[src/rtl/systolic_array_pkg.sv]
// rtl/systolic_array_pkg.sv - shared types and defaults for the systolic-array tile scheduler
package systolic_array_pkg;

    localparam int SA_DEFAULT_TILE_DIM     = 2;
    localparam int SA_DEFAULT_DRAIN_CYCLES = 2 * SA_DEFAULT_TILE_DIM;
    localparam int SA_NUM_STATES           = 9;

    // Bit positions of the one-hot scheduler states.
    typedef enum int unsigned {
        IDLE_B    = 0,
        LOAD_B    = 1,
        ISSUE_B   = 2,
        FEED_B    = 3,
        DRAIN_B   = 4,
        WB_B      = 5,
        WB_WAIT_B = 6,
        NEXT_B    = 7,
        FINI_B    = 8
    } sa_sched_state_b_t;

    typedef enum logic [SA_NUM_STATES-1:0] {
        S_IDLE    = 9'(1 << IDLE_B),
        S_LOAD    = 9'(1 << LOAD_B),
        S_ISSUE   = 9'(1 << ISSUE_B),
        S_FEED    = 9'(1 << FEED_B),
        S_DRAIN   = 9'(1 << DRAIN_B),
        S_WB      = 9'(1 << WB_B),
        S_WB_WAIT = 9'(1 << WB_WAIT_B),
        S_NEXT    = 9'(1 << NEXT_B),
        S_FINI    = 9'(1 << FINI_B)
    } sa_sched_state_t;

    // ceil(a/d) without forming a+d-1, so dimensions near 2^32 do not wrap.
    function automatic logic [31:0] sa_ceil_div(input logic [31:0] a, input int unsigned d);
        return (a / 32'(d)) + {31'd0, ((a % 32'(d)) != 32'd0)};
    endfunction

endpackage

[src/rtl/sa_tile_index_counter.sv]
// rtl/sa_tile_index_counter.sv - row-major tile index walker with latched tile counts
// Ports: i_clear latches tile counts from i_m/i_n and zeroes indices; i_advance steps
// column-innermost; o_last flags the final tile. Indices never wrap past the last tile.
module sa_tile_index_counter
    import systolic_array_pkg::*;
#(
    parameter int TILE_DIM = SA_DEFAULT_TILE_DIM
) (
    input  logic        clk,
    input  logic        rst,
    input  logic        i_clear,
    input  logic        i_advance,
    input  logic [31:0] i_m,
    input  logic [31:0] i_n,
    output logic [31:0] o_blk_row_idx,
    output logic [31:0] o_blk_col_idx,
    output logic        o_last
);

    logic [31:0] r_rt;
    logic [31:0] r_ct;
    logic [31:0] r_row;
    logic [31:0] r_col;
    logic        w_last;
    logic        w_col_wrap;

    assign w_col_wrap = (r_col == r_ct - 32'd1);
    assign w_last     = (r_row == r_rt - 32'd1) && w_col_wrap;

    always_ff @(posedge clk or posedge rst) begin
        if (rst) begin
            r_rt  <= '0;
            r_ct  <= '0;
            r_row <= '0;
            r_col <= '0;
        end else if (i_clear) begin
            r_rt  <= sa_ceil_div(i_m, TILE_DIM);
            r_ct  <= sa_ceil_div(i_n, TILE_DIM);
            r_row <= '0;
            r_col <= '0;
        end else if (i_advance && !w_last) begin
            // Final indices are held so the last tile stays visible after done.
            if (w_col_wrap) begin
                r_col <= '0;
                r_row <= r_row + 32'd1;
            end else begin
                r_col <= r_col + 32'd1;
            end
        end
    end

    assign o_blk_row_idx = r_row;
    assign o_blk_col_idx = r_col;
    assign o_last        = w_last;

endmodule

[src/rtl/sa_tile_scheduler.sv]
// rtl/sa_tile_scheduler.sv - sequences systolic-array output tiles through feed, drain and writeback
// Ports: start/done/err/busy to the top FSM; tile_start + row/col base addresses and
// feed_done with the FIFO datapaths; wb_start/wb_done with the output writer;
// blk_row_idx/blk_col_idx name the tile in flight.
module sa_tile_scheduler
    import systolic_array_pkg::*;
#(
    parameter int TILE_DIM     = SA_DEFAULT_TILE_DIM,
    parameter int ADDR_WIDTH   = 16,
    parameter int DRAIN_CYCLES = 2 * TILE_DIM
) (
    input  logic                  clk,
    input  logic                  rst,
    input  logic                  start,
    input  logic [31:0]           M,
    input  logic [31:0]           N,
    input  logic [31:0]           K,
    output logic                  tile_start,
    output logic [ADDR_WIDTH-1:0] row_base_addr,
    output logic [ADDR_WIDTH-1:0] col_base_addr,
    input  logic                  feed_done,
    output logic                  wb_start,
    input  logic                  wb_done,
    output logic [31:0]           blk_row_idx,
    output logic [31:0]           blk_col_idx,
    output logic                  busy,
    output logic                  done,
    output logic                  err
);

    sa_sched_state_t r_state;
    sa_sched_state_t w_next;

    logic [31:0] r_k;
    logic [31:0] r_drain_cnt;
    logic        r_err;
    logic        w_zero_dim;
    logic        w_last;
    logic [31:0] w_row_idx;
    logic [31:0] w_col_idx;

    assign w_zero_dim = (M == 32'd0) || (N == 32'd0) || (K == 32'd0);

    sa_tile_index_counter #(
        .TILE_DIM (TILE_DIM)
    ) u_index (
        .clk           (clk),
        .rst           (rst),
        .i_clear       (r_state == S_LOAD),
        .i_advance     (r_state == S_NEXT),
        .i_m           (M),
        .i_n           (N),
        .o_blk_row_idx (w_row_idx),
        .o_blk_col_idx (w_col_idx),
        .o_last        (w_last)
    );

    // State register
    always_ff @(posedge clk or posedge rst) begin
        if (rst) begin
            r_state <= S_IDLE;
        end else begin
            r_state <= w_next;
        end
    end

    // Next-state logic; any non one-hot encoding falls to IDLE.
    always_comb begin
        w_next = S_IDLE;
        case (r_state)
            S_IDLE:    w_next = start ? S_LOAD : S_IDLE;
            S_LOAD:    w_next = w_zero_dim ? S_FINI : S_ISSUE;
            S_ISSUE:   w_next = S_FEED;
            S_FEED:    w_next = feed_done ? S_DRAIN : S_FEED;
            S_DRAIN:   w_next = (r_drain_cnt == 32'd0) ? S_WB : S_DRAIN;
            S_WB:      w_next = S_WB_WAIT;
            S_WB_WAIT: w_next = wb_done ? S_NEXT : S_WB_WAIT;
            S_NEXT:    w_next = w_last ? S_FINI : S_ISSUE;
            S_FINI:    w_next = S_IDLE;
            default:   w_next = S_IDLE;
        endcase
    end

    // Latched K, drain countdown and error flag.
    always_ff @(posedge clk or posedge rst) begin
        if (rst) begin
            r_k         <= '0;
            r_drain_cnt <= '0;
            r_err       <= 1'b0;
        end else begin
            if (r_state == S_IDLE && start) begin
                r_err <= 1'b0;
            end
            if (r_state == S_LOAD) begin
                r_k   <= K;
                r_err <= w_zero_dim;
            end
            // Loaded with DRAIN_CYCLES-1 so that exactly DRAIN_CYCLES cycles are spent draining.
            if (r_state == S_FEED && feed_done) begin
                r_drain_cnt <= 32'(DRAIN_CYCLES - 1);
            end else if (r_state == S_DRAIN && r_drain_cnt != 32'd0) begin
                r_drain_cnt <= r_drain_cnt - 32'd1;
            end
        end
    end

    // Moore outputs
    always_comb begin
        tile_start = 1'b0;
        wb_start   = 1'b0;
        done       = 1'b0;
        busy       = 1'b1;
        case (r_state)
            S_IDLE:  busy       = 1'b0;
            S_ISSUE: tile_start = 1'b1;
            S_WB:    wb_start   = 1'b1;
            S_FINI:  done       = 1'b1;
            default: busy       = 1'b1;
        endcase
    end

    assign err         = r_err;
    assign blk_row_idx = w_row_idx;
    assign blk_col_idx = w_col_idx;

    // 32-bit products truncated to the buffer address width; overflow wraps silently.
    assign row_base_addr = ADDR_WIDTH'(w_row_idx * 32'(TILE_DIM) * r_k);
    assign col_base_addr = ADDR_WIDTH'(w_col_idx * 32'(TILE_DIM) * r_k);

endmodule

[config.mk]
export PLATFORM = sky130hd
export DESIGN_NAME = sa_tile_scheduler
export DESIGN_NICKNAME = d
export VERILOG_FILES = /design/src/rtl/systolic_array_pkg.sv /design/src/rtl/sa_tile_index_counter.sv /design/src/rtl/sa_tile_scheduler.sv
export SDC_FILE = /design/constraint.sdc
export NUM_CORES = 1
export LEC_CHECK = 0
export CAP_MARGIN = 20
export CORE_MARGIN = 4
export CORE_UTILIZATION = 40
export DETAILED_ROUTE_END_ITERATION = 10
export HOLD_SLACK_MARGIN = 0.08
export PLACE_DENSITY_LB_ADDON = 0.05
export SLEW_MARGIN = 20
export SYNTH_ARGS = -nofsm -noshare
export SYNTH_HDL_FRONTEND = slang
export SYNTH_SLANG_ARGS = --single-unit
export TNS_END_PERCENT = 100
[constraint.sdc]
create_clock -name clk -period 14.8 [get_ports clk]
set_input_delay 2.96 -clock clk [delete_from_list [all_inputs] [get_ports clk]]
set_output_delay 2.96 -clock clk [all_outputs]
set_load 0.01 [all_outputs]
==> impl_metrics.json, run 1 <==
{
  "status": "completed",
  "holdPathEnd": "err",
  "final.fill_count": 4699,
  "grt_max_degree": 114,
  "use_met2_pct": 35.35,
  "nMultiInputCombCells": 1769,
  "n_all_inverters": 218,
  "coreArea_um2": 47750,
  "leakage_nw": 9.631,
  "die_w_um": 227.7,
  "clk_pin_slew_ns": 0.08,
  "fmax_ghz": 0.1060,
  "ir_drop_v": 0.00008439,
  "num_vias": 16172,
  "tightest_slew_ns": 1.007,
  "finalMaxSlewViolations": 0,
  "synth-async-reset-ratio_pct": 100.0,
  "ys_sh_xor_pct": 11.78,
  "p_comb_mw": 0.738,
  "holdBufCountCts": 0,
  "reg2reg_from": "u_index.r_ct[0]",
  "fp.dieH_um": 227.7,
  "drtAntennaViolNets": 0,
  "flops": 185,
  "signal_buffers": 216,
  "cp_data_required_time_ns": 11.84,
  "clock_sinks": 185,
  "p_seq_mw": 0.884,
  "post_cts_buffers": 0,
  "cts_max_level": 4,
  "ys_sh_adder_pct": 20.32,
  "period_used_pct": 63.72,
  "clkbuf_count": 19,
  "crit_start": "u_index.o_blk_row_idx[1]",
  "r2r_end": "u_index.o_blk_col_idx[14]",
  "max_stage_delay_ns": 0.65,
  "slowest_stage": "dfrtp_1",
  "drv_cap": 0,
  "tns_ns": 0,
  "comb_area_share_pct": 59.80,
  "postPlaceCellArea_um2": 21660,
  "r2r_slack_ns": 9.79,
  "p_int_mw": 1.189,
  "dr.pass1.iters": 5,
  "taps": 615,
  "antennaDiodeCount": 0,
  "mux_share_pct": 0.8875,
  "layout.area.comb_um2": 13310,
  "min_path_type": "flip-flop to flip-flop",
  "cp_cell_sequence": "and2_1 > fa_1 > inv_1 > fa_1 > inv_1 > fa_1 > inv_1 > fa_1 > inv_1 > fa_1 > inv_1 > fa_1 > inv_1 > ha_1 > nor2b_1 > o21a_1 > o41a_1 > xnor2_1 > clkdlybuf4s50_1",
  "yosysUniqueCellTypes": 80,
  "startpoint_type": "flip-flop",
  "area_leaders": "dfrtp_1 24%, fa_1 14%, xnor2_1 6.8%",
  "hold_start": "err",
  "die-area_um2": 51860,
  "antenna_found_initial": 0,
  "clock_skew_ns": 0.01289,
  "clock_cell_area_share_pct": 2.692,
  "crit_path_max_fanout": 21,
  "ys_chip_area_um2": 19310,
  "design_area_um2": 22260,
  "grt_pass1_wl_mm": 91.73,
  "final_cell_mix": "302 x nand2_1, 217 x inv_1, 199 x clkdlybuf4s50_1",
  "grt_pass1_vias": 16608,
  "overflow": 0,
  "place_inst": 3003,
  "yosysTopAreaCell": "dfrtp_1",
  "cts_root_buf": "clkbuf_16",
  "layout.cells.non_filler": 3035,
  "grt_setup_unrepaired": "false",
  "pwr-share-seq_pct": 41.9,
  "drt-wirelength-per-cell_um": 18.21,
  "insertion_delay_ns": 0.47,
  "layout.nets": 2740,
  "cts_resized": 0
}
run 1: per-stage QoR:
step	setup WS [ns]	hold WS, ns	util [%]
floorplan	6.442	0.4605	-
global placement	5.891	0.4679	45.36
detailed placement	5.824	0.4726	45.36
CTS	5.308	0.5064	46.61
global route	5.043	0.5284	46.62
finish	5.370	0.4943	46.62
run 1: layer usage:
metal | wire, µm | part of all wire [%]
met5 | 0 | 0
met4 | 831 | 1.5
met3 | 1912 | 3.5
met2 | 25490 | 46
met1 | 27040 | 49
run 1: state kept, by name, indices dropped and copies added (netlist names):
signal,flops
r_drain_cnt,32
u_index.o_blk_col_idx,32
u_index.o_blk_row_idx,32
u_index.r_ct,32
u_index.r_rt,32
r_k,15
r_state,9
err,1
==> run_1/ff_map.png <==
The bar under the picture is 50 µm long.
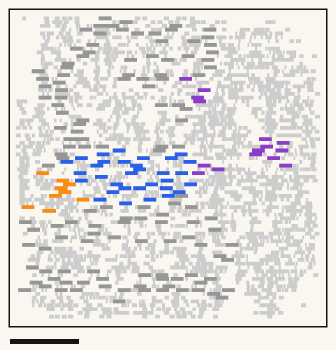
| signal | color | flops |
|---|---|---|
| `r_state` | orange | 9 |
| `r_k` | purple | 15 |
| `r_drain_cnt` | blue | 32 |

==> run_1/sizing.png <==
The bar under the picture is 50 µm long.
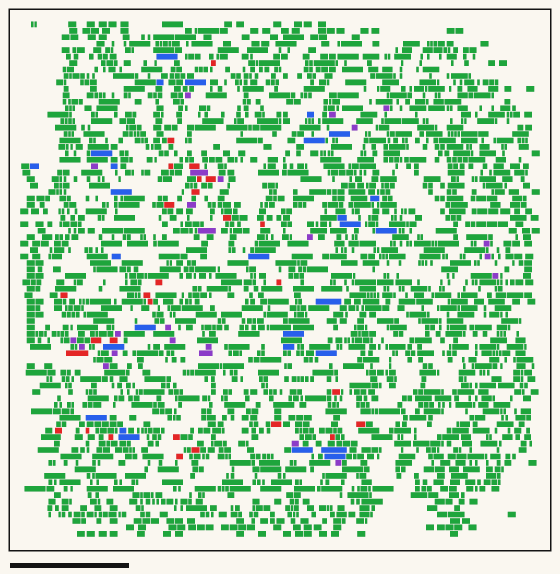
| size | color | cells |
|---|---|---|
| x2 | red | 28 |
| x6 and larger | blue | 28 |
| x1 and smaller | green | 2,340 |
| x3 and x4 | purple | 24 |

==> run_1/gates.png <==
The bar under the picture is 50 µm long.
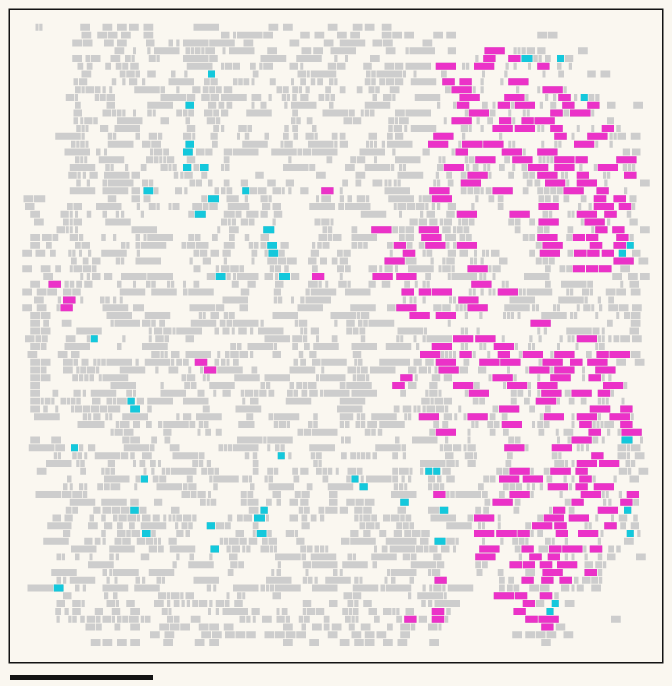
| family | color | cells |
|---|---|---|
| non-inverting ao/oa cells | cyan | 46 |
| fa/ha/maj cells | magenta | 232 |

==> run 1 -> run 2 <==
==> constraint.sdc (replaced) <==
create_clock -name clk -period 8.2 [get_ports clk]
set_input_delay 1.64 -clock clk [delete_from_list [all_inputs] [get_ports clk]]
set_output_delay 1.64 -clock clk [all_outputs]
set_load 0.01 [all_outputs]
==> run_2/class_map.png <==
The bar under the picture is 50 µm long.
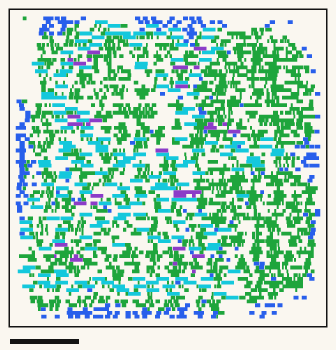
| class | color | cells | share of their area |
|---|---|---|---|
| remaining logic cells | green | 1,987 | 65% |
| sequential cells | cyan | 185 | 21% |
| clock drivers and dummy loads | purple | 32 | 2.9% |
| remaining buffers and delay cells | blue | 238 | 11% |

==> impl_metrics.json, run 2 <==
{
  "postPlaceCellArea_um2": 21820,
  "grt_setup_unrepaired": "false",
  "area_leaders": "dfrtp_1 24%, fa_1 14%, xnor2_1 6.8%",
  "layout.nets": 2762,
  "cp_cell_sequence": "and2_1 > fa_1 > inv_1 > fa_1 > inv_1 > fa_1 > inv_1 > fa_1 > inv_1 > fa_1 > inv_1 > fa_1 > inv_1 > ha_1 > nor2b_1 > o21a_1 > o41a_1 > xnor2_1 > clkdlybuf4s50_1",
  "drtAntennaViolNets": 0,
  "cp_data_required_time_ns": 6.56,
  "drt-wirelength-per-cell_um": 18.35,
  "drt-met1-wl_mm": 26.53,
  "cts_root_buf": "clkbuf_16",
  "cts_resized": 0,
  "clock_cell_area_share_pct": 2.790,
  "use_met2_pct": 35.33,
  "leakage_nw": 9.748,
  "clock_skew_ns": 0.01392,
  "period_used_pct": 96.71,
  "die-area_um2": 51860,
  "status": "completed",
  "holdBufCountCts": 0,
  "synth-async-reset-ratio_pct": 100.0,
  "ir_drop_v": 0.0001449,
  "tns_ns": 0,
  "mux_share_pct": 0.8875,
  "taps": 615,
  "pwr-share-seq_pct": 41.8,
  "post-route-util_pct": 47.05,
  "startpoint_type": "flip-flop",
  "grt_pass1_vias": 16448,
  "wl_met2_mm": 26.30,
  "design_area_um2": 22470,
  "overflow": 0,
  "num_vias": 16274,
  "highest_layer": "met4",
  "ys_sh_xor_pct": 11.78,
  "signal_buffers": 238,
  "yosysTopAreaCell": "dfrtp_1",
  "nMultiInputCombCells": 1769,
  "insertion_delay_ns": 0.46,
  "comb_area_share_pct": 59.27,
  "die_w_um": 227.7,
  "fp.dieH_um": 227.7,
  "max_stage_delay_ns": 0.57,
  "layout.area.comb_um2": 13320,
  "clock_sinks": 185,
  "p_comb_mw": 1.33,
  "place_ws_ns": 0.6333,
  "final.fill_count": 4697,
  "tightest_slew_ns": 0.9451,
  "place_inst": 3025,
  "flops": 185,
  "hold-worst-slack_ns": 0.4976,
  "coreArea_um2": 47750,
  "antenna_found_initial": 1,
  "n_all_inverters": 218,
  "yosysUniqueCellTypes": 80,
  "cts_max_level": 4,
  "ys_sh_adder_pct": 20.32
}
-- run 2: cell types whose count changed in the layout (fill, tap and decap cells not counted), sizes merged --
| cell | before | now |
|---|---|---|
| buf | 17 | 39 |
| bufinv | 2 | 3 |
| clkbuf | 19 | 18 |
| clkinvlp | 1 | 2 |
| inv | 224 | 223 |
-- run 2: path summary, 6_finish.rpt --
path / startpoint / slack [ns] / cells past startpoint / end
setup / recovery: r_k[8] / 0.27 / 19 / row_base_addr[15]
hold / removal: err / 0.50 / 1 / err
setup reg to reg: u_index.r_ct[0] / 3.60 / 13 / u_index.o_blk_col_idx[14]
hold reg to reg: err / 0.50 / 1 / err
max in group asynchronous: rst / 4.83 / 3 / r_k[7]
min in group asynchronous: rst / 1.77 / 2 / u_index.r_rt[16]
Power and IR drop assume default switching activity.
